===== src/rtl/vga_sync_gen.sv =====
// VGA raster timing generator: free-running x/y counters with registered sync and active-video flags.
// Optional `VGA_SYNC_GEN_FRAME_TICK_EN adds a one-cycle frame_tick output aligned with (0,0).
`timescale 1ns/1ps

module vga_sync_gen #(
    parameter int unsigned H_ACTIVE = 640,
    parameter int unsigned H_FP     = 16,
    parameter int unsigned H_SYNC   = 96,
    parameter int unsigned H_BP     = 48,
    parameter int unsigned V_ACTIVE = 480,
    parameter int unsigned V_FP     = 10,
    parameter int unsigned V_SYNC   = 2,
    parameter int unsigned V_BP     = 33,
    parameter logic        HS_POL   = 1'b0,
    parameter logic        VS_POL   = 1'b0
) (
    input  logic       px_clk,
    input  logic       reset,
    output logic       hsync,
    output logic       vsync,
    output logic [9:0] x_px,
    output logic [9:0] y_px,
`ifdef VGA_SYNC_GEN_FRAME_TICK_EN
    output logic       frame_tick,
`endif
    output logic       activevideo
);

    localparam int unsigned H_TOTAL = H_ACTIVE + H_FP + H_SYNC + H_BP;
    localparam int unsigned V_TOTAL = V_ACTIVE + V_FP + V_SYNC + V_BP;

    // Bounds are held in 11 bits so a 1024-wide total still compares correctly.
    localparam logic [9:0]  H_LAST   = 10'(H_TOTAL - 1);
    localparam logic [9:0]  V_LAST   = 10'(V_TOTAL - 1);
    localparam logic [10:0] H_ACT    = 11'(H_ACTIVE);
    localparam logic [10:0] V_ACT    = 11'(V_ACTIVE);
    localparam logic [10:0] HS_START = 11'(H_ACTIVE + H_FP);
    localparam logic [10:0] HS_END   = 11'(H_ACTIVE + H_FP + H_SYNC);
    localparam logic [10:0] VS_START = 11'(V_ACTIVE + V_FP);
    localparam logic [10:0] VS_END   = 11'(V_ACTIVE + V_FP + V_SYNC);

    if (H_TOTAL > 1024) begin : g_h_total_err
        $error("vga_sync_gen: H_TOTAL exceeds 1024");
    end
    if (V_TOTAL > 1024) begin : g_v_total_err
        $error("vga_sync_gen: V_TOTAL exceeds 1024");
    end

    logic [9:0] x_q, x_d;
    logic [9:0] y_q, y_d;
    logic       hsync_q, hsync_d;
    logic       vsync_q, vsync_d;
    logic       activevideo_q, activevideo_d;
`ifdef VGA_SYNC_GEN_FRAME_TICK_EN
    logic       frame_tick_q, frame_tick_d;
`endif

    // Next-state counters, and flags decoded from those next values so outputs stay aligned.
    always_comb begin
        x_d = x_q + 10'd1;
        y_d = y_q;
        if (x_q == H_LAST) begin
            x_d = 10'd0;
            if (y_q == V_LAST) begin
                y_d = 10'd0;
            end else begin
                y_d = y_q + 10'd1;
            end
        end else begin
            y_d = y_q;
        end

        activevideo_d = ({1'b0, x_d} < H_ACT) && ({1'b0, y_d} < V_ACT);

        if (({1'b0, x_d} >= HS_START) && ({1'b0, x_d} < HS_END)) begin
            hsync_d = HS_POL;
        end else begin
            hsync_d = ~HS_POL;
        end

        if (({1'b0, y_d} >= VS_START) && ({1'b0, y_d} < VS_END)) begin
            vsync_d = VS_POL;
        end else begin
            vsync_d = ~VS_POL;
        end
`ifdef VGA_SYNC_GEN_FRAME_TICK_EN
        frame_tick_d = (x_d == 10'd0) && (y_d == 10'd0);
`endif
    end

    // State and output registers; reset presents the (0,0) pixel with syncs deasserted.
    always_ff @(posedge px_clk or posedge reset) begin
        if (reset) begin
            x_q           <= 10'd0;
            y_q           <= 10'd0;
            hsync_q       <= ~HS_POL;
            vsync_q       <= ~VS_POL;
            activevideo_q <= 1'b1;
`ifdef VGA_SYNC_GEN_FRAME_TICK_EN
            frame_tick_q  <= 1'b0;
`endif
        end else begin
            x_q           <= x_d;
            y_q           <= y_d;
            hsync_q       <= hsync_d;
            vsync_q       <= vsync_d;
            activevideo_q <= activevideo_d;
`ifdef VGA_SYNC_GEN_FRAME_TICK_EN
            frame_tick_q  <= frame_tick_d;
`endif
        end
    end

    assign x_px        = x_q;
    assign y_px        = y_q;
    assign hsync       = hsync_q;
    assign vsync       = vsync_q;
    assign activevideo = activevideo_q;
`ifdef VGA_SYNC_GEN_FRAME_TICK_EN
    assign frame_tick  = frame_tick_q;
`endif

endmodule


===== config.mk =====
export PLATFORM = sky130hd
export DESIGN_NAME = vga_sync_gen
export DESIGN_NICKNAME = d
export VERILOG_FILES = /design/src/rtl/vga_sync_gen.sv
export SDC_FILE = /design/constraint.sdc
export NUM_CORES = 1
export LEC_CHECK = 0
export CAP_MARGIN = 20
export CORE_MARGIN = 2
export CORE_UTILIZATION = 58
export CTS_BUF_LIST = sky130_fd_sc_hd__clkbuf_4 sky130_fd_sc_hd__clkbuf_8
export DETAILED_ROUTE_END_ITERATION = 7
export GPL_TIMING_DRIVEN = 0
export PLACE_DENSITY = 0.87
export SYNTH_ARGS = -nofsm -noshare
export SYNTH_HDL_FRONTEND = slang
export SYNTH_SLANG_ARGS = --single-unit

===== constraint.sdc =====
create_clock -name px_clk -period 5 [get_ports px_clk]
set_input_delay 0.75 -clock px_clk [delete_from_list [all_inputs] [get_ports px_clk]]
set_output_delay 0.75 -clock px_clk [all_outputs]
set_load 0.005 [all_outputs]

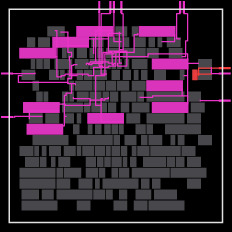
(images/port_trees.png)
Drawn at 4 px/um.
Key: y_px = magenta [bits 10, direction output, edge 6 top, 2 left, 2 right, end cells 10, buffers 10, wire 388 um]; reset = red [bits 1, direction input, edge right, end cells 1, buffers 1, wire 11.9 um]
PortBufs: 24
I/O pin count: 25

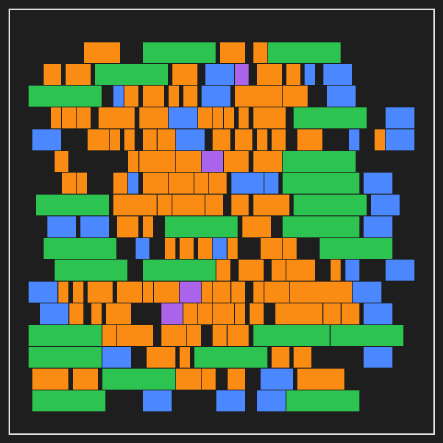
(images/class_map.png)
Drawn at 8 px/um.
Key: remaining logic cells = orange [cells 107, share of their area 45%]; registers = green [cells 23, share of their area 35%]; clock drivers and dummy loads = purple [cells 4, share of their area 1.7%]; remaining buffers and delay cells = blue [cells 34, share of their area 18%]

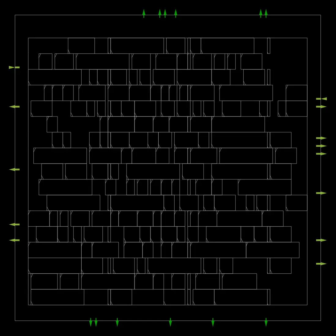
(images/placed.png)
# rows: 17
Filler cells: 175

==> Slide: Implementation Results <==
Run Summary

Drt
  • DRC Markers: 0
  • Wire per inst: 15.3 um
  • Starting DRT DRC Count: 25
  • Number of vias per cell: 6.12
  • Router iterations before antenna repair: 4
  • DR vias: 1200
  • Metal-1 WL: 1370 um

Final layout
  • Final instance area: 1690 um2
  • Ant. Diodes: 0
  • Final core utilization: 0.757
  • Fin cells: between 150 and 200
  • Logic inverters: 5
  • Logic area: between 700 and 800 um2
  • Plain + repair buffers: 34
  • Seq/total area: 0.342
  • Data buffer area share: 0.176
  • Multi-input comb cells: 102
  • Most frequent logic cell in the layout: clkdlybuf4s50_1
  • Count of clock buffers in the final design: 3
  • Synth-to-layout area growth: 21.8%
  • Flop count: 23
  • Nets: around 170
  • Layout cell share with drive strength beyond 1: 0.149

Hold path
  • Hold path depth: 1
  • Endpoint, Worst Hold: x_px[0]
  • Hold Startpoint: x_px[0]

Critical path
  • Crit Path Category: register to register
  • Required @ worst endpoint: 5.23 ns
  • Worst r2r src: x_px[0]
  • Arrival time worst endpoint: 2.42 ns
  • Reg2reg setup slack: 2.81 ns
  • Worst path bufs/invs: 0
  • CP peak stage delay: 0.43 ns
  • Critical path destination: vsync
  • CP startpoint: x_px[0]

GRT
  • Most Crowded Layer GR: met1
  • Largest net degree at the start of global routing: 24
  • Grt met2 use: 0.371
  • Met1 Use GR: 0.373
  • Initial antenna violation count: 0
  • Global route overflow: 0
  • Vias in the first global route: 1089

Pwr
  • Seq pwr share: 0.666
  • Switching Share: 0.224
  • Power in combinational cells: 0.00422 mW
  • PwrDens: 165 nW/um2
  • Top pwr grp: sequential cells
  • Leakage: 0.661 nW
  • Seq. pwr: 0.186 mW
  • Design Power: 0.279 mW

Clock tree
  • Clk slew on worst S/H paths: 0.13 ns
  • CTS Root Cell: clkbuf_4
  • # clock sinks: 23
  • Post-CTS Setup Bufs: 0
  • Resize count post-CTS: 0
  • CTS tree: done
  • Hold Buf Count CTS: 0
  • Num CTS Buffers: 3

Timing
  • Peak Freq: 457 MHz
  • Setup TNS: 0 ns
  • Cycle use final: 0.437
  • Headroom to the max-slew limit: 0.429

Synthesis
  • Count of library flops with an enable pin: 0
  • Post-synthesis sequential element count: 23
  • Comb area leader: simple AND/OR/NAND/NOR gates
  • Dominant cell type by area after synthesis: dfrtp_1
  • Yosys cell count: 140
  • Most common cell in the synthesized netlist: dfrtp_1
  • Adder-cell area share of the yosys netlist: 0.0270
  • Synth top area share: 0.360
  • Synthesized area: 1390 um2
  • Yosys aoi share: 0.145
  • Simple-gate area share of the yosys netlist: 0.277
  • Post-synthesis sequential area ratio: 0.417
  • Post-Syn Instances: 140

Place
  • DP Wirelength: ~2100 um
  • Pre-CTS worst setup slack: 2.86 ns
  • DP Cell Count: 192
  • Area after DPL: 1660 um2
  • Routability congestion estimate: between 0.9 and 1

Floorplan
  • Chip width: 52.9 um
  • Core Box Area: about 2200 um2
  • Die area: between 2000 and 3000 um2
  • Chip height: 52.9 um

Outcome
  • Status: complete, no violations
Power is estimated from default activity; no workload was simulated.
